===== config.mk =====
export PLATFORM = sky130hd
export DESIGN_NAME = alu_share_arb_flat
export DESIGN_NICKNAME = d
export VERILOG_FILES = /design/src/rtl/alu_arb_pkg.sv /design/src/rtl/alu_share_arb_if.sv /design/src/rtl/ALU.sv /design/src/rtl/alu_share_arb.sv /design/src/flat_wrapper.sv
export SDC_FILE = /design/constraint.sdc
export NUM_CORES = 1
export LEC_CHECK = 0
export CAP_MARGIN = 40
export CORE_UTILIZATION = 40
export CTS_BUF_LIST = sky130_fd_sc_hd__clkbuf_4
export DETAILED_ROUTE_END_ITERATION = 6
export PLACE_DENSITY = 0.63
export SYNTH_ARGS = -nofsm -noshare
export SYNTH_HDL_FRONTEND = slang
export SYNTH_SLANG_ARGS = --single-unit
export TNS_END_PERCENT = 20

===== constraint.sdc =====
create_clock -name clk -period 10.13 [get_ports clk]
set_clock_uncertainty 0.2 [all_clocks]
set_input_delay 2.5325 -clock clk [delete_from_list [all_inputs] [get_ports clk]]
set_output_delay 2.5325 -clock clk [all_outputs]
set_load 0.005 [all_outputs]

===== src/rtl/alu_arb_pkg.sv =====
// Shared types and constants for the two-requester shared-ALU arbiter.
package alu_arb_pkg;

   localparam int unsigned ALU_SEL_W = 3;

   typedef struct packed {
      logic c;
      logic v;
      logic z;
      logic n;
   } alu_flags_t;

   localparam logic SRC_REQ0 = 1'b0;
   localparam logic SRC_REQ1 = 1'b1;

   typedef enum logic [ALU_SEL_W-1:0] {
      ALU_ADD = 3'd0,
      ALU_SUB = 3'd1,
      ALU_AND = 3'd2,
      ALU_OR  = 3'd3,
      ALU_XOR = 3'd4,
      ALU_NOT = 3'd5,
      ALU_SHL = 3'd6,
      ALU_SHR = 3'd7
   } alu_op_e;

endpackage


===== src/rtl/alu_share_arb_if.sv =====
// Requester/consumer bundle for alu_share_arb; master = requesters and consumer, slave = arbiter.
interface alu_share_arb_if
   import alu_arb_pkg::*;
#(
   parameter int unsigned size  = 32,
   parameter int unsigned TAG_W = 4
);
   logic                 req0_valid;
   logic                 req0_ready;
   logic [size-1:0]      req0_a;
   logic [size-1:0]      req0_b;
   logic [ALU_SEL_W-1:0] req0_sel;
   logic [TAG_W-1:0]     req0_tag;

   logic                 req1_valid;
   logic                 req1_ready;
   logic [size-1:0]      req1_a;
   logic [size-1:0]      req1_b;
   logic [ALU_SEL_W-1:0] req1_sel;
   logic [TAG_W-1:0]     req1_tag;

   logic                 rsp_valid;
   logic                 rsp_ready;
   logic [size-1:0]      rsp_s;
   alu_flags_t           rsp_flags;
   logic [TAG_W-1:0]     rsp_tag;
   logic                 rsp_src;

   modport master (
      output req0_valid, req0_a, req0_b, req0_sel, req0_tag,
      output req1_valid, req1_a, req1_b, req1_sel, req1_tag,
      output rsp_ready,
      input  req0_ready, req1_ready,
      input  rsp_valid, rsp_s, rsp_flags, rsp_tag, rsp_src
   );

   modport slave (
      input  req0_valid, req0_a, req0_b, req0_sel, req0_tag,
      input  req1_valid, req1_a, req1_b, req1_sel, req1_tag,
      input  rsp_ready,
      output req0_ready, req1_ready,
      output rsp_valid, rsp_s, rsp_flags, rsp_tag, rsp_src
   );
endinterface


===== src/rtl/ALU.sv =====
// Combinational ALU: add/sub/logic/shift-by-one with {C,V,Z,N} flags.
module ALU
   import alu_arb_pkg::*;
#(
   parameter int unsigned size = 32
) (
   input  logic [size-1:0]      a_i,
   input  logic [size-1:0]      b_i,
   input  logic [ALU_SEL_W-1:0] sel_i,
   output logic [size-1:0]      s_o,
   output alu_flags_t           flags_o
);
   logic [size:0] sum_c;

   always_comb begin
      sum_c   = '0;
      s_o     = '0;
      flags_o = '0;
      case (alu_op_e'(sel_i))
         ALU_ADD: begin
            sum_c     = {1'b0, a_i} + {1'b0, b_i};
            s_o       = sum_c[size-1:0];
            flags_o.c = sum_c[size];
            flags_o.v = (a_i[size-1] == b_i[size-1]) && (s_o[size-1] != a_i[size-1]);
         end
         // C is the no-borrow carry of a + ~b + 1
         ALU_SUB: begin
            sum_c     = {1'b0, a_i} + {1'b0, ~b_i} + (size+1)'(1);
            s_o       = sum_c[size-1:0];
            flags_o.c = sum_c[size];
            flags_o.v = (a_i[size-1] != b_i[size-1]) && (s_o[size-1] != a_i[size-1]);
         end
         ALU_AND: s_o = a_i & b_i;
         ALU_OR:  s_o = a_i | b_i;
         ALU_XOR: s_o = a_i ^ b_i;
         ALU_NOT: s_o = ~a_i;
         ALU_SHL: begin
            s_o       = {a_i[size-2:0], 1'b0};
            flags_o.c = a_i[size-1];
         end
         ALU_SHR: begin
            s_o       = {1'b0, a_i[size-1:1]};
            flags_o.c = a_i[0];
         end
         default: ;
      endcase
      flags_o.z = (s_o == '0);
      flags_o.n = s_o[size-1];
   end
endmodule


===== src/rtl/alu_share_arb.sv =====
// Round-robin arbiter sharing one ALU between two requesters, with a single-entry
// registered result buffer drained by valid/ready.
module alu_share_arb
   import alu_arb_pkg::*;
#(
   parameter int unsigned size  = 32,
   parameter int unsigned TAG_W = 4
) (
   input  logic           clk,
   input  logic           reset,
   alu_share_arb_if.slave bus
);
   logic             last_grant_q, last_grant_d;
   logic             rsp_valid_q,  rsp_valid_d;
   logic [size-1:0]  rsp_s_q,      rsp_s_d;
   alu_flags_t       rsp_flags_q,  rsp_flags_d;
   logic [TAG_W-1:0] rsp_tag_q,    rsp_tag_d;
   logic             rsp_src_q,    rsp_src_d;

   logic                 gnt1_c, space_c, rdy0_c, rdy1_c, xfer_c;
   logic [size-1:0]      op_a_c, op_b_c, alu_s_c;
   logic [ALU_SEL_W-1:0] op_sel_c;
   logic [TAG_W-1:0]     op_tag_c;
   alu_flags_t           alu_flags_c;

   // Grant, readiness and operand mux; readies never look at payload.
   always_comb begin
      gnt1_c   = bus.req1_valid && (!bus.req0_valid || (last_grant_q == SRC_REQ0));
      space_c  = !rsp_valid_q || bus.rsp_ready;
      rdy0_c   = bus.req0_valid && !gnt1_c && space_c && !reset;
      rdy1_c   = bus.req1_valid &&  gnt1_c && space_c && !reset;
      xfer_c   = rdy0_c || rdy1_c;
      op_a_c   = gnt1_c ? bus.req1_a   : bus.req0_a;
      op_b_c   = gnt1_c ? bus.req1_b   : bus.req0_b;
      op_sel_c = gnt1_c ? bus.req1_sel : bus.req0_sel;
      op_tag_c = gnt1_c ? bus.req1_tag : bus.req0_tag;
   end

   ALU #(.size(size)) u_alu (
      .a_i     (op_a_c),
      .b_i     (op_b_c),
      .sel_i   (op_sel_c),
      .s_o     (alu_s_c),
      .flags_o (alu_flags_c)
   );

   // Next state: a transfer overwrites the buffer even while it drains.
   always_comb begin
      last_grant_d = last_grant_q;
      rsp_valid_d  = rsp_valid_q;
      rsp_s_d      = rsp_s_q;
      rsp_flags_d  = rsp_flags_q;
      rsp_tag_d    = rsp_tag_q;
      rsp_src_d    = rsp_src_q;
      if (xfer_c) begin
         rsp_valid_d  = 1'b1;
         rsp_s_d      = alu_s_c;
         rsp_flags_d  = alu_flags_c;
         rsp_tag_d    = op_tag_c;
         rsp_src_d    = gnt1_c ? SRC_REQ1 : SRC_REQ0;
         last_grant_d = gnt1_c ? SRC_REQ1 : SRC_REQ0;
      end else if (bus.rsp_ready) begin
         rsp_valid_d  = 1'b0;
      end
   end

   always_ff @(posedge clk or posedge reset) begin
      if (reset) begin
         last_grant_q <= SRC_REQ1;
         rsp_valid_q  <= 1'b0;
         rsp_s_q      <= '0;
         rsp_flags_q  <= '0;
         rsp_tag_q    <= '0;
         rsp_src_q    <= SRC_REQ0;
      end else begin
         last_grant_q <= last_grant_d;
         rsp_valid_q  <= rsp_valid_d;
         rsp_s_q      <= rsp_s_d;
         rsp_flags_q  <= rsp_flags_d;
         rsp_tag_q    <= rsp_tag_d;
         rsp_src_q    <= rsp_src_d;
      end
   end

   assign bus.req0_ready = rdy0_c;
   assign bus.req1_ready = rdy1_c;
   assign bus.rsp_valid  = rsp_valid_q;
   assign bus.rsp_s      = rsp_s_q;
   assign bus.rsp_flags  = rsp_flags_q;
   assign bus.rsp_tag    = rsp_tag_q;
   assign bus.rsp_src    = rsp_src_q;
endmodule


===== src/flat_wrapper.sv =====
// flat-port wrapper written by rule: the top's interface ports become plain ports
module alu_share_arb_flat import alu_arb_pkg::*;
#(
   parameter int unsigned size  = 32,
   parameter int unsigned TAG_W = 4
)
  (clk, reset, bus_req0_valid, bus_req0_a, bus_req0_b, bus_req0_sel, bus_req0_tag, bus_req1_valid, bus_req1_a, bus_req1_b, bus_req1_sel, bus_req1_tag, bus_rsp_ready, bus_req0_ready, bus_req1_ready, bus_rsp_valid, bus_rsp_s, bus_rsp_flags, bus_rsp_tag, bus_rsp_src);
  alu_share_arb_if #(.size(size), .TAG_W(TAG_W)) bus_i ();
  input  logic clk;
  input  logic reset;
  input wire logic [$bits(bus_i.req0_valid)-1:0] bus_req0_valid;
  input wire logic [$bits(bus_i.req0_a)-1:0] bus_req0_a;
  input wire logic [$bits(bus_i.req0_b)-1:0] bus_req0_b;
  input wire logic [$bits(bus_i.req0_sel)-1:0] bus_req0_sel;
  input wire logic [$bits(bus_i.req0_tag)-1:0] bus_req0_tag;
  input wire logic [$bits(bus_i.req1_valid)-1:0] bus_req1_valid;
  input wire logic [$bits(bus_i.req1_a)-1:0] bus_req1_a;
  input wire logic [$bits(bus_i.req1_b)-1:0] bus_req1_b;
  input wire logic [$bits(bus_i.req1_sel)-1:0] bus_req1_sel;
  input wire logic [$bits(bus_i.req1_tag)-1:0] bus_req1_tag;
  input wire logic [$bits(bus_i.rsp_ready)-1:0] bus_rsp_ready;
  output wire logic [$bits(bus_i.req0_ready)-1:0] bus_req0_ready;
  output wire logic [$bits(bus_i.req1_ready)-1:0] bus_req1_ready;
  output wire logic [$bits(bus_i.rsp_valid)-1:0] bus_rsp_valid;
  output wire logic [$bits(bus_i.rsp_s)-1:0] bus_rsp_s;
  output wire logic [$bits(bus_i.rsp_flags)-1:0] bus_rsp_flags;
  output wire logic [$bits(bus_i.rsp_tag)-1:0] bus_rsp_tag;
  output wire logic [$bits(bus_i.rsp_src)-1:0] bus_rsp_src;
  assign bus_i.req0_valid = bus_req0_valid;
  assign bus_i.req0_a = bus_req0_a;
  assign bus_i.req0_b = bus_req0_b;
  assign bus_i.req0_sel = bus_req0_sel;
  assign bus_i.req0_tag = bus_req0_tag;
  assign bus_i.req1_valid = bus_req1_valid;
  assign bus_i.req1_a = bus_req1_a;
  assign bus_i.req1_b = bus_req1_b;
  assign bus_i.req1_sel = bus_req1_sel;
  assign bus_i.req1_tag = bus_req1_tag;
  assign bus_i.rsp_ready = bus_rsp_ready;
  assign bus_req0_ready = bus_i.req0_ready;
  assign bus_req1_ready = bus_i.req1_ready;
  assign bus_rsp_valid = bus_i.rsp_valid;
  assign bus_rsp_s = bus_i.rsp_s;
  assign bus_rsp_flags = bus_i.rsp_flags;
  assign bus_rsp_tag = bus_i.rsp_tag;
  assign bus_rsp_src = bus_i.rsp_src;
  alu_share_arb #(.size(size), .TAG_W(TAG_W)) u_core (.clk(clk), .reset(reset), .bus(bus_i));
endmodule

### Metal 1, run 1

Drawn at 4 px/µm. Supply wires on this layer in grey. Cells faint in the background.
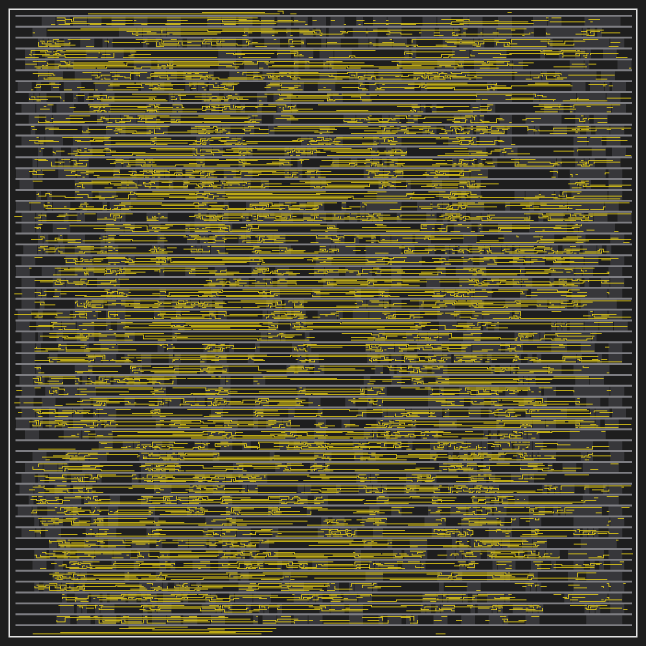
The layer carries 21.0 mm of wire. The longest straight run is 77.3 µm. 1,589 nets have wire on it.
final WL: 48.14 mm
via count: 12,020
GR Layer Usage met1: 0.5190

### Drive-strength map, run 1

Drawn at 2 px/µm.
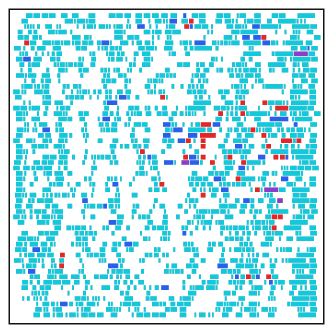
Key: red = x3 and x4 [cells 39, share 2.5%, most used buf_4]; purple = x6 and larger [cells 4, share 0.26%, most used buf_12]; blue = x2 [cells 51, share 3.3%, most used mux2_2]; cyan = x1 and smaller [cells 1,460, share 94%, most used nand2_1]
nonclk buf count: 222
Area Overhead vs Synth: 23.51%
setup ws final: 1726 ps

### Wires at chosen ports, followed through buffers, run 1

Drawn at 2 px/µm.
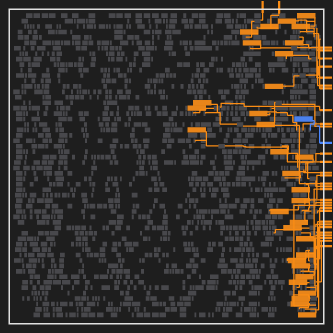
Key: orange = bus_rsp_s [bits 32, direction output, end cells 32, buffers 32, wire 1,160 µm]; blue = bus_rsp_src [bits 1, direction output, end cells 1, buffers 1, wire 18.4 µm]
I/O Pins: 191
port bufs: 190

### Placed standard cells, run 1

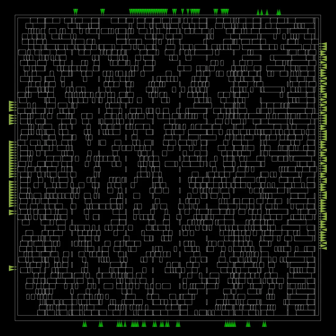
Rows: 56
non-filler cells, final: 1,874
Layout fillers: 2,445
sequential cell area share: 0.08922

==> qor.yml, run 1 <==
outcome:
  status: "finished clean"
global_routing:
  grt_pass1_wl_mm: 70.40
  top_usage_layer: "met2"
  grt.met2_usage: 0.5884
  antenna_found_initial: 2
  grt_pass1_vias: 11190
  grtUsageTotal: 0.3873
  grt_max_degree: 45
  met3_usage: 0.08086
  grt_overflow: 0
pwr:
  pwr-share-comb: 0.784
  p_leak_nw: 5.068
  finalPower_mw: 1.576
  clock_power_mw: 0.0950
  seq-power_mw: 0.245
  power_switching_mw: 0.8557
  switching_share: 0.5430
  p_clk_frac: 0.060
  power.group.top: "combinational cells"
  comb-power_mw: 1.24
  power_density_nw_per_um2: 133.6
  p_seq_frac: 0.156
clocking:
  clkSinkCount: 42
  cts_setup_buffers: 0
  cts_buffers: 5
  holdBufCountCts: 0
  clkTransAtPathRegs_ps: 160
  clock_latency_ps: 390
  htree_levels: 2
  cts_tree: "yes"
  root_buffer: "clkbuf_4"
  cts-resized-gates: 0
setup_path:
  required_ps: 10240
  startpoint_type: "primary input"
  critPathKind: "in2reg"
  crit_path_max_incr_delay_ps: 830
  crit_cells: 17
  r2r_slack_ps: 4060
  crit_path_end_kind: "register"
  path_buffers: 4
  crit_arrival_ps: 8520
  ff2ff_path_depth: 16
  path_max_fanout: 39
  startpoint: "bus_req1_valid"
yosys:
  synth_cell_types: 83
  yosys_cells: 1419
  synth-async-reset-ratio: 1.000
  synthCells: 1419
  largest_area_cell: "ha_1"
  ys.flop_type: "dfrtp_1"
  common_cells: "nand2_1 (266), inv_1 (105), a21oi_1 (99), nor2_1 (97), ha_1 (96)"
  edf_count: 0
  top_area_frac: 0.1258
  ys_seq_share: 0.1102
  synthMostInstantiatedCell: "nand2_1"
  ys_area_um2: 9549
  synth_flops: 42
  fp_nets: 1664
  yosys_warnings: 0
detailed_routing:
  top_layer: "met5"
  via_per_inst: 6.411
  drt_iter0_drc: 1507
  dr.pass1.iters: 6
  dr_wl_met2_mm: 19.94
  avgRoutedWirePerCell_um: 25.69
  wl_met1_mm: 20.99
placement:
  gp_congestion: 1.048
final_timing:
  finalSetupViolations: 0
  grt_setup_unrepaired: "no"
  hold_violations: 0
  period_minus_slack_ps: 8404
  max_freq_mhz: 119.0
  worstMarginPinSlew_ps: 966.3
  slew_headroom: 0.3544
  tns_ps: 0
  maxSlewViolCount: 0
min_path:
  hold_depth: 2
  hold_path_class: "reg2reg"
die:
  die_w_um: 156.5
  fp.dieArea_um2: 24500
  core_area_um2: 23470
  dieHeight_um: 156.5
  fp_util: 0.4068
cells_and_area:
  final_layout_size_suffix_gt1_frac: 0.06049
  nets: 1798
job:
  maxCapViolCount: 0
-- run 1: layout by cell type, fill, tap and decap left out, types with 28 or more instances in the layout --
| cell | instances |
|---|---|
| nand3_1 | 28 |
| mux2i_1 | 31 |
| nor3_1 | 31 |
| clkdlybuf4s50_1 | 187 |
| nand2_1 | 266 |
| a21oi_1 | 99 |
| ha_1 | 96 |
| o21ai_0 | 75 |
| buf_4 | 28 |
| dfrtp_1 | 41 |
| nor2_1 | 97 |
| inv_1 | 104 |
-- run 1: cell type report --
cell class / instances / area [µm²]
diodes: 1 / 2.502
clock buffers: 5 / 37.54
clock inverters: 3 / 25.02
fillers: 2445 / 11680
inverters: 106 / 397.9
multi-input cells: 1176 / 7727
flip-flops and latches: 42 / 1052
well taps: 319 / 399.1
repair buffers: 222 / 2152
-- run 1: cells by family after synthesis --
kind of cell / synth area share
DFF: 0.1102
adders and majority gates: 0.1300
AOI/OAI and AO/OA: 0.3341
buffers and inverters: 0.08543
and+or+nand+nor: 0.2645
xor gates and xnor gates: 0.01009
muxes: 0.06564
-- run 1: registers in the layout, summed over array words and instances, names as in the netlist --
name and cells:
u_core.bus.rsp_src 1, u_core.bus.rsp_tag 4, u_core.bus.rsp_valid 1, u_core.bus.rsp_s 31, u_core.last_grant_q 1, u_core.bus.rsp_flags 4
-- run 1: stage by stage --
step           hold WS [ps]  worst slack [ps]  instance area [µm²]  utilization  instances
6_report              286.6              1726                11790       0.5025       1874
3_3_place_gp          257.9              1617                11660       0.4966       1857
5_1_grt               312.7              1392                11790       0.5023       1873
2_1_floorplan         269.8              2849                 9549            -       1419
4_1_cts               294.3              1942                11790       0.5023       1873
3_5_place_dp          263.8              1544                11730       0.4997       1865
### Cell area per tile, run 1

Drawn at 2 px/µm. The die is cut into 16 by 16 equal tiles; dark blue is low, red is high, 0 to 100% covered.
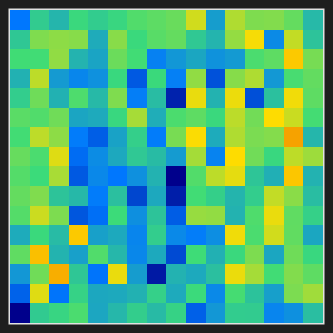

==> run 2: changes to the inputs <==
Clock period 10.13 ns to 8.7 ns, I/O delays scaled along.
### Cell area per tile, run 2

Drawn at 2 px/µm. The die is cut into 16 by 16 equal tiles; dark blue is low, red is high, 0 to 100% covered.
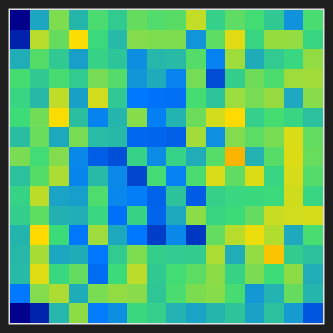
1.6% of the tiles are over 75% full. The emptiest ninth of the die: centre. The fullest tile reaches 80%. 0.80% of the tiles are nearly empty.
floorplan core density: 0.4068
post-layout util: 0.5055
core footprint: 23,470 µm²

### Placed standard cells, run 2

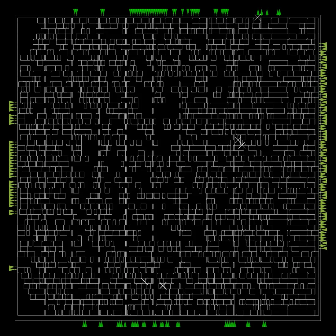
non-filler cells, final: 1,887
Flops: 42
Well Taps: 319
Layout fillers: 2,378

==> run 2 against run 1 <==
  * The run now ends with design-rule violations left
  * Worst setup slack lost 880 ps
  * Clock power grew 7%
  * Sequential cell count is the same
  * Die area is the same
  * Register-to-register slack lost 1200 ps
==> qor.yml, run 2 <==
global_routing:
  grt_overflow: 0
  grt_pass1_wl_mm: 69.66
  grt_max_degree: 48
  grtUsageTotal: 0.3817
  antenna_found_initial: 1
  grt_pass1_vias: 11050
final_timing:
  hold_violations: 0
  worstMarginPinSlew_ps: 868.7
  maxSlewViolCount: 0
  grt_setup_unrepaired: "no"
  period_minus_slack_ps: 7853
  finalSetupViolations: 0
  max_freq_mhz: 127.3
  holdWs_ps: 287.2
  slew_headroom: 0.4208
  tns_ps: 0
yosys:
  yosys_cells: 1419
  synthMostInstantiatedCell: "nand2_1"
  largest_area_cell: "ha_1"
  synth_cell_types: 83
  edf_count: 0
  common_cells: "nand2_1 (266), inv_1 (105), a21oi_1 (99), nor2_1 (97), ha_1 (96)"
  ys.flop_type: "dfrtp_1"
  synth_flops: 42
  synthCells: 1419
  fp_nets: 1664
  yosys_warnings: 0
  synth-async-reset-ratio: 1.000
  ys_seq_share: 0.1102
  ys_area_um2: 9549
min_path:
  hold_depth: 2
  min-delay-start: "u_core.bus.rsp_s[17]"
  hold_path_class: "reg2reg"
clocking:
  root_buffer: "clkbuf_4"
  cts_setup_buffers: 0
  cts-resized-gates: 0
  holdBufCountCts: 0
  cts_tree: "yes"
  htree_levels: 2
  clock_latency_ps: 380
  clkSinkCount: 42
  cts_buffers: 5
  clkTransAtPathRegs_ps: 140
die:
  ioPinCount: 191
  rows: 56
  die_w_um: 156.5
  dieHeight_um: 156.5
  fp.dieArea_um2: 24500
cells_and_area:
  lay_top_cells: "nand2_1 (266), clkdlybuf4s50_1 (187), inv_1 (104), a21oi_1 (99), nor2_1 (97)"
  largest_reg_flops: 31
  final_area_um2: 11870
  syn_to_final_growth_pct: 24.27
  nets: 1811
  layout_top_cell: "nand2_1"
  final_layout_size_suffix_gt1_frac: 0.06765
setup_path:
  startpoint_type: "primary input"
  crit_path_end_kind: "register"
  r2r_slack_ps: 2810
  reg2reg_to: "u_core.bus.rsp_flags[1]"
  crit_path_max_incr_delay_ps: 750
  ff2ff_path_depth: 17
  required_ps: 8800
  critPathKind: "in2reg"
  crit_arrival_ps: 7950
  startpoint: "bus_req1_valid"
  worst_path_max_delay_cell: "o41ai_1"
detailed_routing:
  dr_wl_met2_mm: 19.87
  drt-total-wl_mm: 47.56
  dr_total_vias: 12080
  drc: 11
  drt_iter0_drc: 1471
  avgRoutedWirePerCell_um: 25.20
  wl_met1_mm: 20.67
  top_layer: "met5"
  dr.pass1.iters: 7
  via_per_inst: 6.402
pwr:
  power_density_nw_per_um2: 154.8
  p_leak_nw: 5.122
outcome:
  violations: "design-rule violations"
  status: "finished, violations left"
placement:
  io_buffers: 190
  dpl_cell_area_um2: 11810
  gp_congestion: 1.045
job:
  maxCapViolCount: 0
-- run 2: cell families after synthesis --
logic type,count (synthesis),share of synthesized area
AND-OR/OR-AND,455,0.3341
XOR/XNOR,11,0.01009
adder cells (fa/ha/maj),98,0.1300
buffers and inverters,201,0.08543
flip-flops,42,0.1102
multiplexers,59,0.06564
AND/OR/NAND/NOR,553,0.2645
-- run 2: per-stage QoR --
stage / setup slack (ps) / instances / power [mW]
after floorplan: 1776 / 1419 / 1.134
after global placement: 461.5 / 1873 / 1.692
after detailed placement: 637.1 / 1878 / 1.689
after CTS: 988.6 / 1886 / 1.796
after global routing: 602.2 / 1887 / 1.953
final: 847.3 / 1887 / 1.837
-- run 2: critical path: cells and delay by family --
kind	cells	cell delay [ps]
AND-OR/OR-AND	9	3280
adder cells (fa/ha/maj)	1	520
buffers and inverters	4	1160
multiplexers	1	320
AND/OR/NAND/NOR	2	410
-- run 2: layout make-up --
class / instances / area, µm² / share of cell area
Antenna cell: 1 / 2.502 / 0.0002109
Clock buffer: 5 / 37.54 / 0.003163
Clock inverter: 3 / 16.27 / 0.001371
Inverter: 106 / 397.9 / 0.03353
Multi-Input combinational cell: 1176 / 7727 / 0.6512
Sequential cell: 42 / 1052 / 0.08868
Tap cell: 319 / 399.1 / 0.03364
Timing Repair Buffer: 235 / 2233 / 0.1882
-- run 2: report_power, final --
group          internal (mW)  switching, mW
clock network         0.0301         0.0715
logic                  0.563          0.885
registers              0.253         0.0341
-- run 2: routing by layer --
metal,GRT usage,up-vias
li1,-,5488
met1,0.5306,5708
met2,0.5731,766
met3,0.06840,117
met4,0.1601,2
met5,0.01449,-
==> run 3: changes to the inputs <==
Settings changed: TNS_END_PERCENT 20 to 30.
### Placed standard cells, run 3

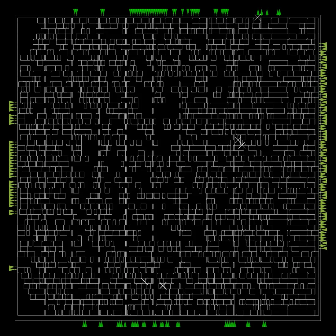
sequential cell area share: 0.08868

==> run 3 against run 2 <==
  * The flow still finishes with violations (design-rule violations)
  * Sequential power is essentially flat
  * Cell count is the same
  * First-iteration DRC count is the same
  * Combinational power is essentially flat
  * Synthesized area is the same
  * Critical path depth is the same
  * Count of clock-buffer cells in the layout is the same
  * Worst setup slack is the same
  * Global-route usage is the same
  * Non-clock buffer count is the same
  * Critical endpoint unchanged
  * Largest power group unchanged
==> qor.yml, run 3 <==
outcome:
  status: "finished, violations left"
  violations: "design-rule violations"
cells_and_area:
  largest_reg_flops: 31
  final_layout_size_suffix_gt1_frac: 0.06765
  layout_top_cell: "nand2_1"
  nets: 1811
  lay_top_cells: "nand2_1 (266), clkdlybuf4s50_1 (187), inv_1 (104), a21oi_1 (99), nor2_1 (97)"
  stdcell_count: 1887
detailed_routing:
  dr.pass1.iters: 7
  dr_wl_met2_mm: 19.87
  avgRoutedWirePerCell_um: 25.20
  wl_met1_mm: 20.67
  drt-total-wl_mm: 47.56
  drtAntennaViolNets: 0
  dr_total_vias: 12080
  top_layer: "met5"
  via_per_inst: 6.402
  drc: 11
  drt_iter0_drc: 1471
placement:
  io_buffers: 190
  dp_cells: 1878
  gp_congestion: 1.045
  dp_hpwl_mm: 36.72
die:
  core_area_um2: 23470
  rows: 56
  dieHeight_um: 156.5
  die_w_um: 156.5
  fp_util: 0.4068
  ioPinCount: 191
  fp.dieArea_um2: 24500
global_routing:
  grt_pass1_vias: 11050
  grt_overflow: 0
  antenna_found_initial: 1
  top_usage_layer: "met2"
  met3_usage: 0.06840
  grt_max_degree: 48
  met1_usage: 0.5306
  grt_pass1_wl_mm: 69.66
  grt.met2_usage: 0.5731
  grtUsageTotal: 0.3817
final_timing:
  grt_setup_unrepaired: "no"
  slew_headroom: 0.4208
  tns_ps: 0
  worstMarginPinSlew_ps: 868.7
  maxSlewViolCount: 0
  period_minus_slack_ps: 7853
  max_freq_mhz: 127.3
  fin_crit_sh: 0.9026
  hold_violations: 0
  holdWs_ps: 287.2
  finalSetupViolations: 0
min_path:
  hold_depth: 2
  hold_path_class: "reg2reg"
  holdPathEnd: "u_core.bus.rsp_s[17]"
  min-delay-start: "u_core.bus.rsp_s[17]"
yosys:
  synthAoiAreaFrac: 0.3341
  simple_gate_area_frac: 0.2645
  synth-async-reset-ratio: 1.000
  ys_sh_xor: 0.01009
  ys.flop_type: "dfrtp_1"
  largest_area_cell: "ha_1"
  topCellsByArea: "ha_1 (13%), dfrtp_1 (11%), nand2_1 (10%), a21oi_1 (5.2%), inv_1 (4.1%)"
  synthCells: 1419
  top_area_frac: 0.1258
  ys_area_um2: 9549
  mux_area_frac: 0.06564
  yosys_cells: 1419
  synth_flops: 42
  synthMostInstantiatedCell: "nand2_1"
  ys_sh_adder: 0.1300
  common_cells: "nand2_1 (266), inv_1 (105), a21oi_1 (99), nor2_1 (97), ha_1 (96)"
  yosys_warnings: 0
  ys_top_logic_family: "AND-OR/OR-AND gates"
  fp_nets: 1664
  syn-mean-instance-area_um2: 6.729
  edf_count: 0
  synth_cell_types: 83
  ys_seq_share: 0.1102
clocking:
  clock_latency_ps: 380
  clkSinkCount: 42
  cts_setup_buffers: 0
  cts-resized-gates: 0
  cts_buffers: 5
  root_buffer: "clkbuf_4"
  clkTransAtPathRegs_ps: 140
  holdBufCountCts: 0
  htree_levels: 2
  cts_tree: "yes"
pwr:
  p_leak_nw: 5.122
  power_density_nw_per_um2: 154.8
  finalPower_mw: 1.837
setup_path:
  reg2reg_from: "u_core.last_grant_q"
  crit_path_end_kind: "register"
  critPathKind: "in2reg"
  startpoint_type: "primary input"
  reg2reg_to: "u_core.bus.rsp_flags[1]"
  crit_arrival_ps: 7950
  path_max_fanout: 47
  r2r_slack_ps: 2810
  required_ps: 8800
  ff2ff_path_depth: 17
job:
  maxCapViolCount: 0
### Drive-strength map, run 3

Drawn at 2 px/µm.
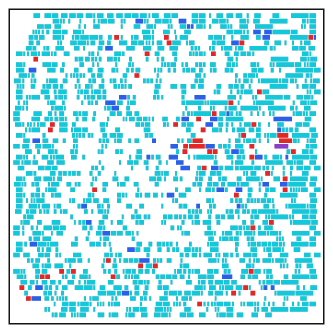
final non-filler cell area: 11,870 µm²
nonclk buf count: 235
Area Overhead vs Synth: 24.27%
setup ws final: 847.3 ps

run 3: cell counts in the layout (fill, tap and decap cells not counted):
No cell type changed its count.
run 3: power breakdown:
part	leakage, nW	internal, mW	switching, mW	total (mW)
sequential	0.510	0.253	0.0341	0.287
clock	0.0286	0.0301	0.0715	0.102
combinational	4.58	0.563	0.885	1.45
total	5.12	0.846	0.991	1.84
run 3: through the flow:
step | util | area, µm² | worst slack, ps
2_1_floorplan | - | 9549 | 1776
3_3_place_gp | 0.5017 | 11780 | 461.5
3_5_place_dp | 0.5031 | 11810 | 637.1
4_1_cts | 0.5054 | 11860 | 988.6
5_1_grt | 0.5055 | 11870 | 602.2
6_report | 0.5055 | 11870 | 847.3
run 3: worst max-delay path, stage by stage:
cell and delay, ps:
clkdlybuf4s50_1 560, a21boi_4 630, buf_12 300, mux2i_1 320, inv_1 100, ha_1 520
inv_1 200, a21oi_1 400, o2111ai_1 240, a41oi_1 350, a21oi_1 240, o41ai_1 750
nor2_1 80, nor4_1 330, o21a_1 180, o22ai_1 150, o41ai_2 340
run 3: how the worst max path moves through the flow:
stage,end,slack [ps],cells past startpoint,startpoint
finish,u_core.bus.rsp_flags[1],850,17,bus_req1_valid
global route,u_core.bus.rsp_flags[1],600,17,bus_req1_valid
detailed placement,u_core.bus.rsp_flags[1],640,17,bus_req1_valid
CTS,u_core.bus.rsp_flags[1],990,17,bus_req1_valid
floorplan,u_core.bus.rsp_flags[1],1780,21,bus_req1_valid
global placement,u_core.bus.rsp_flags[1],460,17,bus_req0_valid
run 3: area by class of cell:
type	count	area, µm²
fill	2378	11610
tap	319	399.1
sequential	42	1052
antenna	1	2.502
timing repair buffer	235	2233
clock inverter	3	16.27
clock buffer	5	37.54
multi-input combinational	1176	7727
inverter	106	397.9
Power is estimated from default activity; no workload was simulated.
